--- src/rtl/custom_axi_ip_regs.sv ---
// rtl/custom_axi_ip_regs.sv - AXI4-Lite register front-end for the custom_axi_ip core
module custom_axi_ip_regs #(
   parameter int DATA_WIDTH = 32,
   parameter int ADDR_WIDTH = 5
) (
   input  logic                    clk_i,
   input  logic                    rst_ni,
   input  logic [ADDR_WIDTH-1:0]   s_awaddr,
   input  logic                    s_awvalid,
   output logic                    s_awready,
   input  logic [DATA_WIDTH-1:0]   s_wdata,
   input  logic [DATA_WIDTH/8-1:0] s_wstrb,
   input  logic                    s_wvalid,
   output logic                    s_wready,
   output logic [1:0]              s_bresp,
   output logic                    s_bvalid,
   input  logic                    s_bready,
   input  logic [ADDR_WIDTH-1:0]   s_araddr,
   input  logic                    s_arvalid,
   output logic                    s_arready,
   output logic [DATA_WIDTH-1:0]   s_rdata,
   output logic [1:0]              s_rresp,
   output logic                    s_rvalid,
   input  logic                    s_rready,
   output logic [15:0]             hw_din_o,
   output logic                    hw_enable_o,
   input  logic [15:0]             hw_dout_i,
   input  logic [1:0]              hw_valid_i,
   input  logic [1:0]              hw_status_i
);

   localparam logic [2:0] A_CTRL   = 3'd0;
   localparam logic [2:0] A_DIN    = 3'd1;
   localparam logic [2:0] A_DOUT   = 3'd2;
   localparam logic [2:0] A_STATUS = 3'd3;
   localparam logic [2:0] A_COUNT  = 3'd4;
   localparam logic [1:0] RESP_OKAY   = 2'b00;
   localparam logic [1:0] RESP_SLVERR = 2'b10;

   logic                  aw_rdy_q;
   logic                  ar_rdy_q;
   logic                  wr_en;
   logic                  rd_en;
   logic [2:0]            wr_idx;
   logic [2:0]            rd_idx;
   logic                  wr_err;
   logic                  rd_err;
   logic                  capture;
   logic [15:0]           din_q;
   logic [15:0]           dout_q;
   logic [15:0]           count_q;
   logic                  done_q;
   logic [DATA_WIDTH-1:0] rd_mux;
   logic                  unused_bits;

   assign wr_idx    = s_awaddr[4:2];
   assign rd_idx    = s_araddr[4:2];
   assign wr_err    = (wr_idx > A_COUNT);
   assign rd_err    = (rd_idx > A_COUNT);
   assign s_awready = aw_rdy_q;
   assign s_wready  = aw_rdy_q;
   assign s_arready = ar_rdy_q;
   assign wr_en     = aw_rdy_q & s_awvalid & s_wvalid;
   assign rd_en     = ar_rdy_q & s_arvalid;
   assign capture   = hw_valid_i[0];
   assign hw_din_o  = din_q;

   assign unused_bits = ^{s_awaddr[1:0], s_araddr[1:0], s_wdata[DATA_WIDTH-1:16], hw_valid_i[1]};

   // Ready is a one-cycle registered pulse; the edge that ends it is the accept edge.
   always_ff @(posedge clk_i or negedge rst_ni) begin
      if (!rst_ni) begin
         aw_rdy_q <= 1'b0;
         s_bvalid <= 1'b0;
         s_bresp  <= RESP_OKAY;
      end else begin
         aw_rdy_q <= s_awvalid && s_wvalid && !s_bvalid && !aw_rdy_q;
         if (wr_en) begin
            s_bvalid <= 1'b1;
            s_bresp  <= wr_err ? RESP_SLVERR : RESP_OKAY;
         end else if (s_bready) begin
            s_bvalid <= 1'b0;
         end
      end
   end

   always_comb begin
      rd_mux = '0;
      case (rd_idx)
         A_DIN:    rd_mux[15:0] = din_q;
         A_DOUT:   rd_mux[15:0] = dout_q;
         A_STATUS: begin
            rd_mux[1:0] = hw_status_i;
            rd_mux[8]   = done_q;
         end
         A_COUNT:  rd_mux[15:0] = count_q;
         default:  rd_mux = '0;
      endcase
   end

   always_ff @(posedge clk_i or negedge rst_ni) begin
      if (!rst_ni) begin
         ar_rdy_q <= 1'b0;
         s_rvalid <= 1'b0;
         s_rresp  <= RESP_OKAY;
         s_rdata  <= '0;
      end else begin
         ar_rdy_q <= s_arvalid && !s_rvalid && !ar_rdy_q;
         if (rd_en) begin
            s_rvalid <= 1'b1;
            s_rresp  <= rd_err ? RESP_SLVERR : RESP_OKAY;
            s_rdata  <= rd_mux;
         end else if (s_rready) begin
            s_rvalid <= 1'b0;
         end
      end
   end

   // Capture has priority over software clears so no done event is ever lost.
   always_ff @(posedge clk_i or negedge rst_ni) begin
      if (!rst_ni) begin
         din_q       <= '0;
         dout_q      <= '0;
         count_q     <= '0;
         done_q      <= 1'b0;
         hw_enable_o <= 1'b0;
      end else begin
         hw_enable_o <= wr_en && (wr_idx == A_CTRL) && s_wstrb[0] && s_wdata[0];
         if (wr_en && (wr_idx == A_DIN)) begin
            if (s_wstrb[0]) din_q[7:0]  <= s_wdata[7:0];
            if (s_wstrb[1]) din_q[15:8] <= s_wdata[15:8];
         end
         if (capture) begin
            dout_q <= hw_dout_i;
         end
         if (capture) begin
            done_q <= 1'b1;
         end else if (wr_en && (wr_idx == A_STATUS) && s_wstrb[1] && s_wdata[8]) begin
            done_q <= 1'b0;
         end
         if (wr_en && (wr_idx == A_COUNT) && (s_wstrb != '0)) begin
            count_q <= {15'd0, capture};
         end else if (capture) begin
            count_q <= count_q + 16'd1;
         end
      end
   end

endmodule
--- config.mk ---
export PLATFORM = sky130hd
export DESIGN_NAME = custom_axi_ip_regs
export DESIGN_NICKNAME = d
export VERILOG_FILES = /design/src/rtl/custom_axi_ip_regs.sv
export SDC_FILE = /design/constraint.sdc
export NUM_CORES = 1
export LEC_CHECK = 0
export ABC_AREA = 1
export CORE_ASPECT_RATIO = 1.1
export CORE_MARGIN = 4
export CORE_UTILIZATION = 46
export CTS_BUF_LIST = sky130_fd_sc_hd__clkbuf_8
export CTS_CLUSTER_SIZE = 16
export DETAILED_ROUTE_END_ITERATION = 10
export GPL_TIMING_DRIVEN = 0
export PLACE_DENSITY = 0.84
export SYNTH_ARGS = -nofsm -noshare
export SYNTH_HDL_FRONTEND = slang
export SYNTH_SLANG_ARGS = --single-unit
--- constraint.sdc ---
create_clock -name clk_i -period 1.62 [get_ports clk_i]
set_input_delay 0.324 -clock clk_i [delete_from_list [all_inputs] [get_ports clk_i]]
set_output_delay 0.324 -clock clk_i [all_outputs]
set_load 0.03 [all_outputs]
layer_met1.png
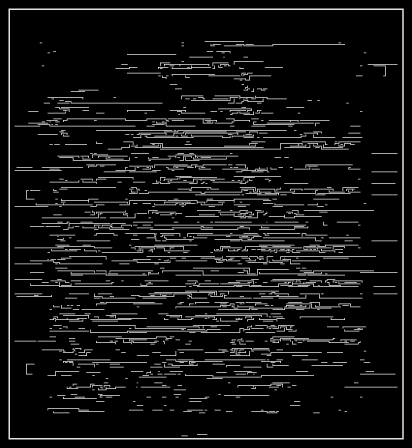
- share of all routed wire: 44%
- wire length on this layer: 4090 microns
- nets with wire on the layer: 567
- longest straight run: 35.9 microns
- main direction: horizontal
final WL: 9.34 mm
Vias: 3271

layer_met2.png
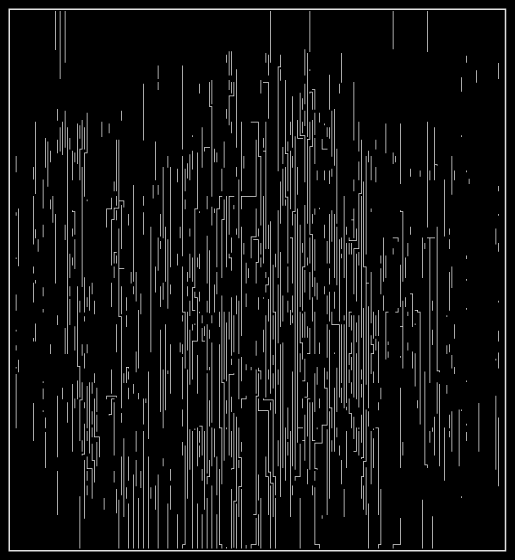
- main direction: vertical
- nets with wire on the layer: 491
- wire length on this layer: 4450 microns
met2 Use GR: 35.5%

layer_met3.png
Scale bar: 20 microns.
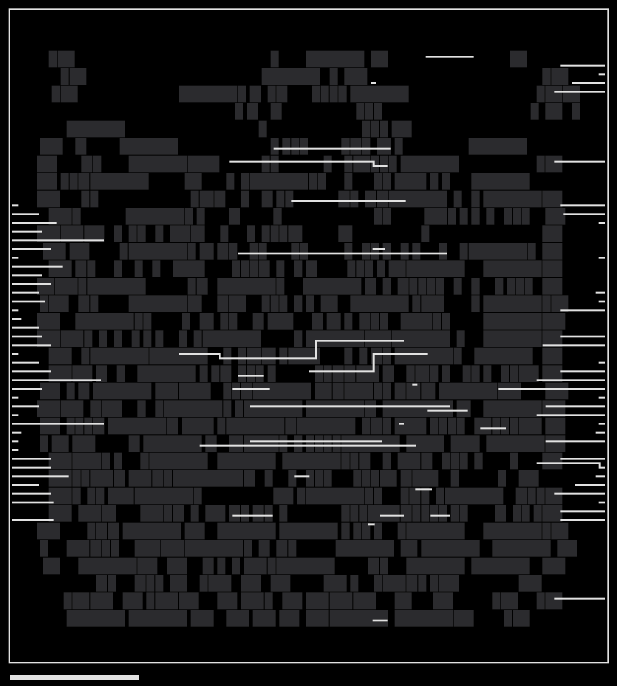
- main direction: horizontal
- longest straight run: 33.4 microns
- share of all routed wire: 6.8%
- wire length on this layer: 638 microns
- nets with wire on the layer: 86
met3 GRT Util: 5.05%

layer_met4.png
Scale bar: 20 microns.
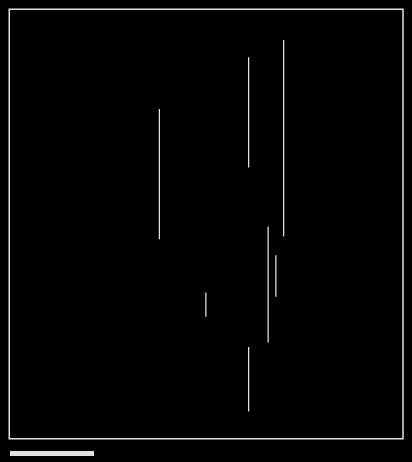
- main direction: vertical
- nets with wire on the layer: 6
- wire length on this layer: 160 microns

congestion.png
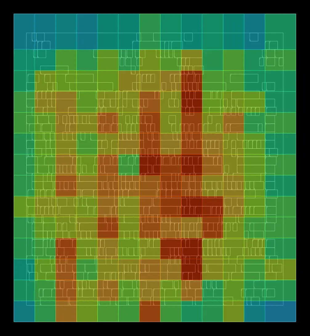
met1 Use GR: 27.2%
busiest metal layer after global routing: met2
Layout Utilization: 64.8%

critical path, cell delays in order:
cell,delay (ns)
clkdlybuf4s50_1,0.58
inv_2,0.10
nor3_4,0.33
buf_8,0.20
nand2_1,0.06
nand3_1,0.13
nand2_1,0.07
nand2_1,0.06
synthesized netlist by cell type, drive strengths merged:
library cell	n	share of area, %
nor3b	3	0.75
conb	1	0.10
nand2	197	21
o31ai	1	0.21
a21oi	6	0.82
inv	46	4.7
nor3	7	1.3
o21bai	1	0.21
buf	28	5.9
o211ai	2	0.41
ha	1	0.34
nand3	24	4.1
nor2	41	5.0
clkbuf	4	0.41
o21ai	32	4.4
nand3b	1	0.21
nand4	6	1.0
dfrtp	72	49
metrics by stage:
step / power (mW) / TNS, ns / utilization (%)
after floorplan: 3.03 / 0 / -
after global placement: 3.55 / -162.23 / 62.5
after detailed placement: 3.59 / -6.41 / 62.5
after CTS: 5.06 / 0 / 64.7
after global routing: 5.30 / 0 / 64.8
final: 5.03 / 0 / 64.8
placed cells by master, fill, tap and decap left out, types with 10 or more instances in the layout:
cell,n
conb_1,18
nor2_1,36
buf_4,23
dfrtp_1,72
o21ai_0,10
nand2_1,188
clkdlybuf4s50_1,48
inv_1,37
nand3_1,18
o21ai_1,22
dlygate4sd2_1,40
power by group:
part           switching (mW)  internal [mW]
Combinational           0.756          0.459
Sequential              0.221           2.04
Clock                   0.690          0.869
layer usage:
metal,vias to the layer above,wire [microns]
li1,1674,-
met1,1469,4090
met2,113,4450
met3,15,637
met4,0,159
met5,-,0
registers in the layout (all words and copies together), names as in the netlist:
signal,count
hw_din_o,16
hw_enable_o,1
s_bvalid,1
s_rdata,16
s_arready,1
s_rresp,1
s_awready,1
s_bresp,1
count_q,16
s_rvalid,1
dout_q,16
done_q,1
==> GITHUB_STEP_SUMMARY <==
## Implementation flow summary

| Metric | Value |
|---|---|
| Detailed Routing Iterations Pass 1 | 4 |
| Non-CTS inverters | about 46 |
| Cell count after synthesis | ~470 |
| And+or+nand+nor area frac | 33.2% |
| # Taps | between 100 and 150 |
| Flops after synth | between 70 and 80 |
| XOR Share, Synth | 0% |
| R2R cell count | 8 |
| Mapped cell area | approximately 3700 sq um |
| Status | complete, no violations |
| Area occupied by registers | between 1500 and 2000 sq um |
| Seq area share | approximately 37% |
| Comb/total area | a little under a third |
| Global-route wire length before repair | about 16 mm |
| Max VDD drop | 0.519 mV |
| Setup crit end | s_rdata[7] |
| RSZ-0062 raised after global routing | false |
| HP Class | in -> async |
| Yosys adder share | 0.342% |
| Buffers, non-clock | about 120 |
| Chip Area | 9430 sq um |
| H-tree level count | 3 |
| Fmax | between 600 and 700 MHz |
| Dpl ws | -0.255 ns |
| Register share after synthesis | 49.3% |
| Congestion Overflow GR | 0 |
| Io pins | between 100 and 150 |
| Wire per inst | about 13 microns |
| Hold_buf cts | 0 |
| Rel. slew slack | around 40% |
| Placed insts | slightly below 700 |
| R2R Setup Slk | 0.19 ns |
| Post-Layout Cell Count | 701 |
| Drt drc | 0 |
| WS Path Type | in -> reg |
| Worst reg2reg path startpoint | count_q[0] |
| Multi-input gates | 340 |
| Clk slew on worst S/H paths | 0.08 ns |
| Worst path required time | roughly 1.9 ns |
| Cts bufs inserted | 9 |
| Number of DRC markers in iteration 0 | 192 |
| MI comb area | 1510 sq um |
| Hold Fails Final Rpt | 0 |
| Clock network area share | 4.45% |
| DP Area | around 4700 sq um |
| Clock buffer cells | 9 |
| Max cap viols | 0 |
| Mux frac, synth | 0% |
| Initial antenna violation count | 0 |
| Number of setup buffers added after CTS | 0 |
| CTS tree | built |
| Fill cells | roughly 670 |
| Drt via density | between 4 and 5 |
| FF+latch count | 72 |
| WP data arrival | 1.85 ns |
| Synthesis area per yosys | around 3700 sq um |
| IO Port Bufs | 90 |
| WHS | just under 0.1 ns |
| Ys cells | approximately 470 |
| Synthesized area per cell | around 7.7 sq um |
Power figures rest on the tool's default switching activity, not on a simulated workload.
